File: src/rtl/ps2_pkg.sv
// Shared types and constants for the PS/2 host command sequencer.
package ps2_pkg;

    typedef enum logic [2:0] {
        ST_IDLE     = 3'd0,
        ST_SEND     = 3'd1,
        ST_WAIT_TX  = 3'd2,
        ST_WAIT_ACK = 3'd3,
        ST_WAIT_RSP = 3'd4,
        ST_FAIL     = 3'd5
    } ps2_state_e;

    localparam logic [7:0] PS2_ACK    = 8'hFA;
    localparam logic [7:0] PS2_RESEND = 8'hFE;
    localparam logic [7:0] PS2_DEVERR = 8'hFC;

    localparam logic [1:0] ERR_NONE   = 2'd0;
    localparam logic [1:0] ERR_RETRY  = 2'd1;
    localparam logic [1:0] ERR_DEVERR = 2'd2;
    localparam logic [1:0] ERR_RSP_TO = 2'd3;

    localparam int CMD_W = 10;

    // Queue entry layout: response count in the top bits, command byte below.
    function automatic logic [CMD_W-1:0] pack_cmd(input logic [1:0] nrsp, input logic [7:0] cmd);
        return {nrsp, cmd};
    endfunction

endpackage

File: src/rtl/ps2_cmd_fifo.sv
// Command queue: DEPTH x WIDTH synchronous FIFO with registered full/empty flags.
module ps2_cmd_fifo #(
    parameter int DEPTH = 4,
    parameter int WIDTH = 10
) (
    input  logic             clk,
    input  logic             reset,
    input  logic             push,
    input  logic             pop,
    input  logic [WIDTH-1:0] din,
    output logic [WIDTH-1:0] dout,
    output logic             full,
    output logic             empty
);

    localparam int AW = $clog2(DEPTH);
    localparam logic [AW:0] CNT_FULL = (AW+1)'(DEPTH);

    logic [WIDTH-1:0] mem_r [DEPTH];
    logic [AW-1:0]    wr_ptr_r;
    logic [AW-1:0]    rd_ptr_r;
    logic [AW:0]      count_r;
    logic [AW:0]      count_nx_s;
    logic             full_r;
    logic             empty_r;
    logic             push_ok_s;
    logic             pop_ok_s;

    // Qualify requests and compute the next occupancy.
    always_comb begin
        push_ok_s  = push && !full_r;
        pop_ok_s   = pop && !empty_r;
        count_nx_s = count_r;
        case ({push_ok_s, pop_ok_s})
            2'b10:   count_nx_s = count_r + (AW+1)'(1);
            2'b01:   count_nx_s = count_r - (AW+1)'(1);
            default: count_nx_s = count_r;
        endcase
    end

    // Pointers, occupancy and flags.
    always_ff @(posedge clk or posedge reset) begin
        if (reset) begin
            wr_ptr_r <= '0;
            rd_ptr_r <= '0;
            count_r  <= '0;
            full_r   <= 1'b0;
            empty_r  <= 1'b1;
        end else begin
            if (push_ok_s) wr_ptr_r <= wr_ptr_r + AW'(1);
            if (pop_ok_s)  rd_ptr_r <= rd_ptr_r + AW'(1);
            count_r <= count_nx_s;
            full_r  <= (count_nx_s == CNT_FULL);
            empty_r <= (count_nx_s == '0);
        end
    end

    // Storage array; contents are don't-care until written.
    always_ff @(posedge clk) begin
        if (push_ok_s) mem_r[wr_ptr_r] <= din;
    end

    assign dout  = mem_r[rd_ptr_r];
    assign full  = full_r;
    assign empty = empty_r;

endmodule

File: src/rtl/ps2_cmd_sched.sv
// PS/2 host command sequencer: sends queued bytes one at a time, handles
// ACK/resend/timeout, collects responses and forwards unsolicited scan codes.
module ps2_cmd_sched
    import ps2_pkg::*;
#(
    parameter int DEPTH       = 4,
    parameter int ACK_TIMEOUT = 1000000,
    parameter int MAX_RETRY   = 3
) (
    input  logic       clk,
    input  logic       reset,
    input  logic [7:0] cmd_byte,
    input  logic [1:0] cmd_nrsp,
    input  logic       cmd_push,
    output logic       cmd_full,
    output logic [7:0] tx_byte,
    output logic       tx_req,
    input  logic       tx_ack,
    input  logic       tx_done,
    input  logic       tx_err,
    input  logic [7:0] rx_byte,
    input  logic       rx_valid,
    output logic [7:0] scan_byte,
    output logic       scan_valid,
    output logic [7:0] rsp_byte,
    output logic       rsp_valid,
    output logic       done,
    output logic       err,
    output logic [1:0] err_code,
    output logic       busy
);

    localparam int TW = $clog2(ACK_TIMEOUT + 1);
    localparam int RW = (MAX_RETRY < 1) ? 1 : $clog2(MAX_RETRY + 1);
    localparam logic [TW-1:0] TMAX = TW'(ACK_TIMEOUT);
    localparam logic [RW-1:0] RMAX = RW'(MAX_RETRY);

    ps2_state_e       state_r, state_nx_s;
    logic [7:0]       cur_byte_r;
    logic [1:0]       cur_nrsp_r;
    logic [1:0]       rcnt_r;
    logic [RW-1:0]    retry_r, retry_nx_s;
    logic [TW-1:0]    timer_r;
    logic             timeout_s;
    logic             fifo_pop_s, fifo_empty_s, fifo_full_s;
    logic [CMD_W-1:0] fifo_dout_s;
    logic             done_nx_s, scan_nx_s, rsp_nx_s;
    logic [1:0]       code_nx_s;
    logic             tx_req_r, done_r, err_r, scan_valid_r, rsp_valid_r, busy_r;
    logic [7:0]       tx_byte_r, scan_byte_r, rsp_byte_r;
    logic [1:0]       err_code_r;

    ps2_cmd_fifo #(.DEPTH(DEPTH), .WIDTH(CMD_W)) u_fifo (
        .clk   (clk),
        .reset (reset),
        .push  (cmd_push),
        .pop   (fifo_pop_s),
        .din   (pack_cmd(cmd_nrsp, cmd_byte)),
        .dout  (fifo_dout_s),
        .full  (fifo_full_s),
        .empty (fifo_empty_s)
    );

    // Next-state and pulse decode; the RETRY decision is folded into its callers.
    always_comb begin
        state_nx_s = state_r;
        retry_nx_s = retry_r;
        fifo_pop_s = 1'b0;
        done_nx_s  = 1'b0;
        scan_nx_s  = 1'b0;
        rsp_nx_s   = 1'b0;
        code_nx_s  = ERR_NONE;
        timeout_s  = (timer_r == TMAX);
        case (state_r)
            ST_IDLE: begin
                scan_nx_s = rx_valid;
                if (!fifo_empty_s) begin
                    fifo_pop_s = 1'b1;
                    retry_nx_s = '0;
                    state_nx_s = ST_SEND;
                end else begin
                    state_nx_s = ST_IDLE;
                end
            end
            ST_SEND: begin
                scan_nx_s = rx_valid;
                if (tx_ack) state_nx_s = ST_WAIT_TX;
                else        state_nx_s = ST_SEND;
            end
            ST_WAIT_TX: begin
                scan_nx_s = rx_valid;
                if (tx_err) begin
                    if (retry_r < RMAX) begin
                        retry_nx_s = retry_r + RW'(1);
                        state_nx_s = ST_SEND;
                    end else begin
                        state_nx_s = ST_FAIL;
                        code_nx_s  = ERR_RETRY;
                    end
                end else if (tx_done) begin
                    state_nx_s = ST_WAIT_ACK;
                end else begin
                    state_nx_s = ST_WAIT_TX;
                end
            end
            ST_WAIT_ACK: begin
                if (rx_valid) begin
                    case (rx_byte)
                        PS2_ACK: begin
                            if (cur_nrsp_r == 2'd0) begin
                                done_nx_s  = 1'b1;
                                state_nx_s = ST_IDLE;
                            end else begin
                                state_nx_s = ST_WAIT_RSP;
                            end
                        end
                        PS2_DEVERR: begin
                            state_nx_s = ST_FAIL;
                            code_nx_s  = ERR_DEVERR;
                        end
                        PS2_RESEND: begin
                            if (retry_r < RMAX) begin
                                retry_nx_s = retry_r + RW'(1);
                                state_nx_s = ST_SEND;
                            end else begin
                                state_nx_s = ST_FAIL;
                                code_nx_s  = ERR_RETRY;
                            end
                        end
                        default: scan_nx_s = 1'b1;
                    endcase
                end else if (timeout_s) begin
                    if (retry_r < RMAX) begin
                        retry_nx_s = retry_r + RW'(1);
                        state_nx_s = ST_SEND;
                    end else begin
                        state_nx_s = ST_FAIL;
                        code_nx_s  = ERR_RETRY;
                    end
                end else begin
                    state_nx_s = ST_WAIT_ACK;
                end
            end
            ST_WAIT_RSP: begin
                if (rx_valid) begin
                    rsp_nx_s = 1'b1;
                    if (rcnt_r == 2'd1) begin
                        done_nx_s  = 1'b1;
                        state_nx_s = ST_IDLE;
                    end else begin
                        state_nx_s = ST_WAIT_RSP;
                    end
                end else if (timeout_s) begin
                    state_nx_s = ST_FAIL;
                    code_nx_s  = ERR_RSP_TO;
                end else begin
                    state_nx_s = ST_WAIT_RSP;
                end
            end
            ST_FAIL: begin
                scan_nx_s  = rx_valid;
                state_nx_s = ST_IDLE;
            end
            default: state_nx_s = ST_IDLE;
        endcase
    end

    // State, command context, timer and registered outputs.
    always_ff @(posedge clk or posedge reset) begin
        if (reset) begin
            state_r      <= ST_IDLE;
            cur_byte_r   <= 8'h00;
            cur_nrsp_r   <= 2'd0;
            rcnt_r       <= 2'd0;
            retry_r      <= '0;
            timer_r      <= '0;
            tx_req_r     <= 1'b0;
            tx_byte_r    <= 8'h00;
            done_r       <= 1'b0;
            err_r        <= 1'b0;
            err_code_r   <= 2'd0;
            scan_valid_r <= 1'b0;
            scan_byte_r  <= 8'h00;
            rsp_valid_r  <= 1'b0;
            rsp_byte_r   <= 8'h00;
            busy_r       <= 1'b0;
        end else begin
            state_r <= state_nx_s;
            retry_r <= retry_nx_s;
            if (fifo_pop_s) begin
                cur_byte_r <= fifo_dout_s[7:0];
                cur_nrsp_r <= fifo_dout_s[9:8];
                tx_byte_r  <= fifo_dout_s[7:0];
            end
            if (state_r == ST_WAIT_ACK && state_nx_s == ST_WAIT_RSP) rcnt_r <= cur_nrsp_r;
            else if (rsp_nx_s)                                       rcnt_r <= rcnt_r - 2'd1;
            // Any state change or accepted response byte restarts the wait window.
            if (state_nx_s != state_r || rsp_nx_s)
                timer_r <= '0;
            else if ((state_r == ST_WAIT_ACK || state_r == ST_WAIT_RSP) && !timeout_s)
                timer_r <= timer_r + TW'(1);
            tx_req_r     <= (state_nx_s == ST_SEND);
            done_r       <= done_nx_s;
            err_r        <= (state_nx_s == ST_FAIL);
            err_code_r   <= code_nx_s;
            scan_valid_r <= scan_nx_s;
            if (scan_nx_s) scan_byte_r <= rx_byte;
            rsp_valid_r  <= rsp_nx_s;
            if (rsp_nx_s) rsp_byte_r <= rx_byte;
            busy_r       <= (state_r != ST_IDLE) || !fifo_empty_s;
        end
    end

    assign cmd_full   = fifo_full_s;
    assign tx_req     = tx_req_r;
    assign tx_byte    = tx_byte_r;
    assign done       = done_r;
    assign err        = err_r;
    assign err_code   = err_code_r;
    assign scan_valid = scan_valid_r;
    assign scan_byte  = scan_byte_r;
    assign rsp_valid  = rsp_valid_r;
    assign rsp_byte   = rsp_byte_r;
    assign busy       = busy_r;

endmodule
File: config.mk
export PLATFORM = sky130hd
export DESIGN_NAME = ps2_cmd_sched
export DESIGN_NICKNAME = d
export VERILOG_FILES = /design/src/rtl/ps2_pkg.sv /design/src/rtl/ps2_cmd_fifo.sv /design/src/rtl/ps2_cmd_sched.sv
export SDC_FILE = /design/constraint.sdc
export NUM_CORES = 1
export LEC_CHECK = 0
export ABC_AREA = 1
export CORE_AREA = 5 5 107 109
export DETAILED_ROUTE_END_ITERATION = 12
export DIE_AREA = 0 0 112 114
export PLACE_DENSITY = 0.76
export SLEW_MARGIN = 20
export SYNTH_ARGS = -nofsm -noshare
export SYNTH_HDL_FRONTEND = slang
export SYNTH_SLANG_ARGS = --single-unit
File: constraint.sdc
create_clock -name clk -period 2.5 [get_ports clk]
set_input_delay 0.25 -clock clk [delete_from_list [all_inputs] [get_ports clk]]
set_output_delay 0.25 -clock clk [all_outputs]
set_load 0.01 [all_outputs]
Fig. 1: routed clock nets over the placement
Bar = 20 um.
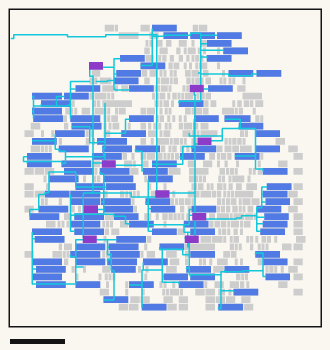
cyan -> clock wires  # length 1180 um
purple -> clock-net drivers  # count 9
blue -> flip-flops  # count 110
flops lie = spread over the die
routed clock nets = 10

Fig. 2: pin map
Pins as bars across the die edge, other pins in gray.
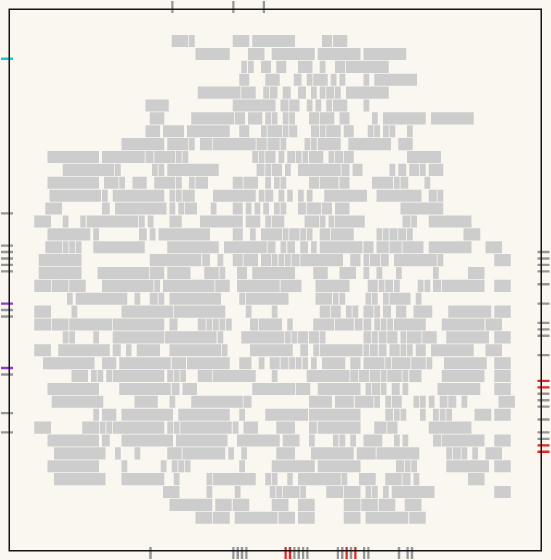
purple -> cmd_nrsp  # pins 2, direction input, edge left
cyan -> clk  # pins 1, direction input, edge left
red -> scan_byte  # pins 8, direction output, edge 4 right, 4 bottom
all pins by edge = 21 bottom, 20 right, 14 left, 3 top

==> metrics.csv <==
metric,value,unit
synth.net_count,551,
worst_pin_slew,0.700,ns
dp.cells,712,
post-dp-hpwl,7180,um
critPathRequiredTime,2.80,ns
cts-htree-levels,3,
mean_post_synth_cell_area,9.89,um2
floorplan.core_util,48.6,%
clk-insertion-delay-late,0.36,ns
ys_dominant_reg_cell,dfrtp_1,
area_growth_syn_to_layout,19.8,%
wire_length_after_detailed_routing,10100,um
mostFrequentLayoutCells,"102 x nand2_1, 69 x nor2_1, 69 x dfrtp_1",
max_cap_violations,0,
ctsRootBufferMaster,clkbuf_8,
nets,618,
first_iter_violations,175,
synthesis.instances,516,
final_cell_count_no_fill,728,
log.warning_count,30,
timing.critical_path.slowest_stage_cell,fa_1,
via_count_of_the_first_global_routing_pass,3733,
grt_setup_unrepaired,false,
die_width,112,um
grt_pass1_wl,17500,um
ff2ff_path_depth,9,
layout_top_cell_excl_fill_tap,nand2_1,
setup.worst_path.start_class,flip-flop,
detail_route.first_pass.iterations,5,
crit_chain,"nor2_2, nand3b_1, inv_1, ha_1, inv_1, fa_1, o21ai_0, or2_2, nor2_1",
chipArea,0.0128,mm2
register_area,0.00295,mm2
via_count,3752,
rows,38,
crit_cells,9,
status,completed,
cp_endpoint_kind,flip-flop,
critical_path.n_buffers_inverters,2,
Fig. 3: cell density map
The die is cut into 11 by 11 equal tiles; white is low, dark blue is high, 0 to 100% covered.
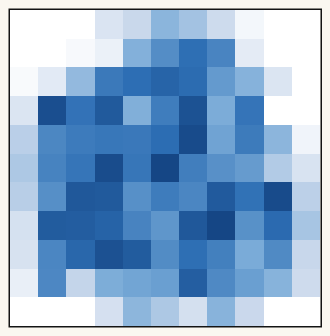
emptiest ninth of the die = top right
densest ninth of the die = middle
mean over tiles = 47%
tiles over 75% full = 20%
fullest tile = 91%

Fig. 4: the metal 3 layer
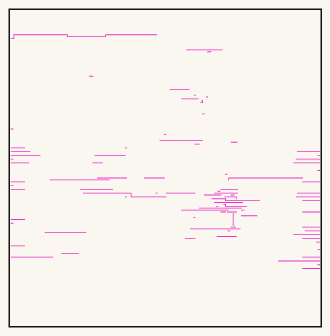
nets with wire on the layer = 69
main direction = horizontal
wire length on this layer = 588 um

[Yosys cell counts, drive strengths merged, types with 4 or more instances]
master / n / area, um2
nand2: 111 / 444
nor2: 101 / 479
dfrtp: 69 / 1730
inv: 52 / 195
edfxtp: 40 / 1200
nand3: 25 / 148
o21ai: 25 / 129
xor2: 15 / 131
o32ai: 10 / 87.6
clkbuf: 9 / 33.8
ha: 9 / 113
nand4: 9 / 62.6
a21oi: 7 / 35.0
xnor2: 7 / 61.3
mux2: 5 / 56.3
nor3: 5 / 25.0
buf: 4 / 35.0
[worst paths after layout]
check                                 start           end  slack [ns]
max in group asynchronous             reset  u_fifo.empty        1.90
worst min register to register  rsp_byte[5]   rsp_byte[5]        0.49
worst min-delay path                  reset    tx_byte[1]        0.26
min in group clk                 rx_byte[0]  scan_byte[0]        0.47
worst max register to register   state_r[1]   u_fifo.full        0.36
worst max-delay path             state_r[1]   u_fifo.full        0.36
[per-stage QoR]
step | instance area (um2) | utilization (%) | worst slack [ns] | hold slack (ns) | power, mW
after global routing | 6120 | 58.2 | 0.123 | 0.284 | 7.05
after CTS | 6120 | 58.2 | 0.335 | 0.271 | 6.60
after floorplan | 5100 | - | 0.159 | 0.349 | 4.40
after global placement | 5900 | 56.1 | 0.380 | 0.456 | 5.33
after detailed placement | 5900 | 56.1 | 0.326 | 0.464 | 5.44
final | 6120 | 58.2 | 0.361 | 0.257 | 6.54
[flip-flops by register name, indices dropped and copies added (netlist names), 3 cells and up]
name and flops:
u_fifo.mem_r 40, timer_r 20, rsp_byte 8, scan_byte 8, tx_byte 8, state_r 3
u_fifo.count_r 3
[routing by layer]
| metal | up-vias | track usage, % | routed length (um) |
|---|---|---|---|
| met5 | - | 0 | 0 |
| met4 | 0 | 8.17 | 267 |
| met3 | 26 | 3.02 | 587 |
| met2 | 116 | 28.3 | 4990 |
| met1 | 1800 | 21.5 | 4290 |
| li1 | 1810 | - | - |
[area by class of cell]
class                      count  share of cell area, %
sequential                   110                   48.3
multi-input combinational    340                   30.8
timing repair buffer          69                   11.2
inverter                      53                   3.25
tap                          140                   2.86
clock buffer                   9                   2.03
clock inverter                 7                   1.55
[kinds of logic (layout without fill, tap and decap cells)]
logic type,count (synthesis),in the layout,synth area share [%]
and+or+nand+nor,256,256,23.6
DFF,110,110,57.9
buffers and inverters,66,138,5.24
AOI/OAI and AO/OA,47,47,5.81
xor gates and xnor gates,22,22,3.77
adders and majority gates,10,10,2.60
muxes,5,5,1.10
[worst reg2reg max path, cell delays in order (launching register included)]
cell and delay [ns]:
dfrtp_1 0.47, nor2_2 0.17, nand3b_1 0.11, inv_1 0.11, ha_1 0.15, inv_1 0.06, fa_1 0.48, o21ai_0 0.10
or2_2 0.32, nor2_1 0.11
[power breakdown]
| part | internal [mW] | switching (mW) | total, mW |
|---|---|---|---|
| clock network | 0.568 | 0.593 | 1.16 |
| logic | 1.14 | 1.59 | 2.73 |
| registers | 2.37 | 0.289 | 2.65 |
Power figures rest on the tool's default switching activity, not on a simulated workload.
